==> config.mk <==
export PLATFORM = sky130hd
export DESIGN_NAME = fetch_unit_flat
export DESIGN_NICKNAME = d
export VERILOG_FILES = /design/src/rtl/fetch_unit_if.sv /design/src/rtl/fetch_unit.sv /design/src/flat_wrapper.sv
export SDC_FILE = /design/constraint.sdc
export NUM_CORES = 1
export LEC_CHECK = 0
export CAP_MARGIN = 10
export CELL_PAD_IN_SITES_DETAIL_PLACEMENT = 1
export CELL_PAD_IN_SITES_GLOBAL_PLACEMENT = 2
export CORE_ASPECT_RATIO = 1.1
export CORE_MARGIN = 2
export CORE_UTILIZATION = 33
export CTS_CLUSTER_SIZE = 16
export DETAILED_ROUTE_END_ITERATION = 8
export PLACE_DENSITY = 0.88
export SETUP_SLACK_MARGIN = 0.1
export SYNTH_ARGS = -nofsm -noshare
export SYNTH_HDL_FRONTEND = slang
export SYNTH_SLANG_ARGS = --single-unit
==> constraint.sdc <==
create_clock -name clk -period 4.8 [get_ports clk]
set_clock_uncertainty 0.05 [all_clocks]
set_input_delay 0.48 -clock clk [delete_from_list [all_inputs] [get_ports clk]]
set_output_delay 0.48 -clock clk [all_outputs]
set_load 0.05 [all_outputs]
Figure 1. Layout detail (run 1).
Region (63, 70) to (88, 95) um. Cells in gray, sequential cells in the stronger gray; small squares are vias.
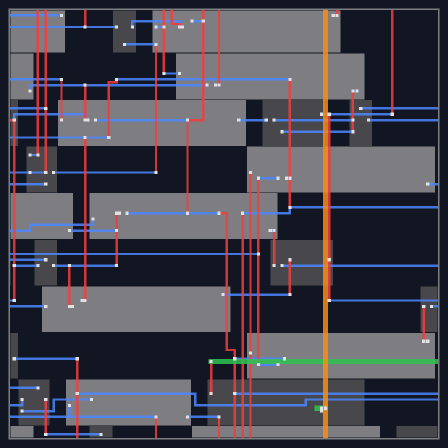
| layer | color |
|---|---|
| M3 | green |
| M1 | blue |
| M4 | orange |
| M2 | red |
sequential cells in the window: 9
most frequent: edfxtp_1 (7)
cells with their middle in the window: 17

Figure 2. Sequential cells colored by netlist name (run 1).
(2 px per um)
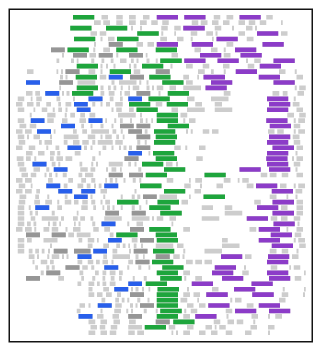
| signal | color | sequential cells |
|---|---|---|
| u_core.fifo_instr | purple | 64 |
| u_core.bus.imem_addr | blue | 30 |
| u_core.fifo_pc | green | 60 |
Seq area share: 49.0%
seq pwr: 1.80 mW
Final Core Density: 44.1%
Flop area: 0.00507 sq mm

Figure 3. Cell sizes after repair (run 1).
(3 px per um)
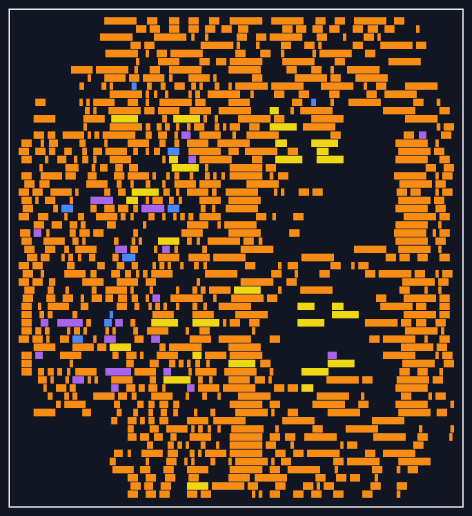
| size | color | cells | share |
|---|---|---|---|
| x1 and smaller | orange | 762 | 93% |
| x6 and larger | yellow | 29 | 3.5% |
| x2 | blue | 9 | 1.1% |
| x3 and x4 | purple | 21 | 2.6% |
area grow syn2layout: 32.3%
number of non-clock buffers: 173
design area: 0.0103 sq mm
Worst Slack Setup Final: 1110 ps

==> flow_metrics.tcl, run 1 <==
# yosys + openroad results
set metrics [dict create \
    cts.sinks 191 \
    critPathBufInv 3 \
    status "complete, no violations" \
    max_stage_delay_ps 490 \
    gp_congestion 0.760 \
    nets 879 \
    dieArea_sq_mm 0.0249 \
    synthTopCellsByCount "edfxtp_1 (124), nand2_1 (86), nor2_1 (81)" \
    fin_cells 1126 \
    cts_setup_buffers 0 \
    nonClkBufAreaFrac_pct 16.8 \
    worst_pin_slew_ps 919 \
    top_cell "edfxtp_1" \
    core_area_sq_mm 0.0235 \
    path_cells "clkdlybuf4s50_1, nor2b_1, o21ai_0, fa_1, xnor2_1, nand3_2, inv_1, buf_12" \
    yosys.area_share.simple_pct 13.8 \
    antenna_cells 0 \
    slew_headroom_pct 38.2 \
    grt_pass1_vias 5557 \
    place_area_sq_mm 0.00978 \
    synthDistinctLibCells 54 \
    final_common_cell "clkdlybuf4s50_1" \
    htreeDepth 4 \
    drc 0 \
    clk-power_mw 1.36 \
    clk_latency_ps 430 \
    synthFlopType "edfxtp_1" \
    xor_share_pct 2.02 \
    critPathCaptureType "primary output" \
    top_layer "met4" \
    async_reset_ff_share_pct 0 \
    cp.depth 8 \
    cts_made_buffers 17 \
    clk_share_pct 5.49 \
    placed_cells 1094 \
    hold_viol 0 \
    yosys_area_sq_mm 0.00782 \
    drt_iter0_markers 223 \
]
==> run 2, diff against run 1 <==
Clock period 4.8 ns to 3.7 ns, I/O delays scaled along.
==> flow_metrics.tcl, run 2 <==
# yosys + openroad results
set metrics [dict create \
    synthDistinctLibCells 54 \
    htreeDepth 4 \
    p_seq_mw 2.34 \
    synthFlopType "edfxtp_1" \
    critPathBufInv 2 \
    place_area_sq_mm 0.00984 \
    hold_viol 0 \
    cts.sinks 191 \
    nonClkBufAreaFrac_pct 17.3 \
    final_core_util_pct 44.4 \
    sh_seq_area_pct 48.6 \
    status "complete, no violations" \
    cts_made_buffers 17 \
    gp_congestion 0.759 \
    fin_ws_ps 588 \
    clk-power_mw 1.82 \
    top_cell "edfxtp_1" \
    cp.depth 7 \
    cts_setup_buffers 0 \
    synthTopCellsByCount "edfxtp_1 (124), nand2_1 (86), nor2_1 (81)" \
]
Figure 4. Layout detail (run 2).
Region (63, 70) to (88, 95) um. Cells in gray, sequential cells in the stronger gray; small squares are vias.
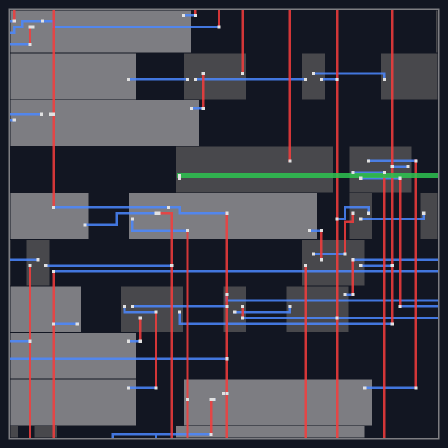
| layer | color |
|---|---|
| M3 | green |
| M1 | blue |
| M2 | red |
most frequent: edfxtp_1 (7), mux2i_1 (4), nor2_1 (3)
cells with their middle in the window: 20
sequential cells in the window: 9

Power figures rest on the tool's default switching activity, not on a simulated workload.
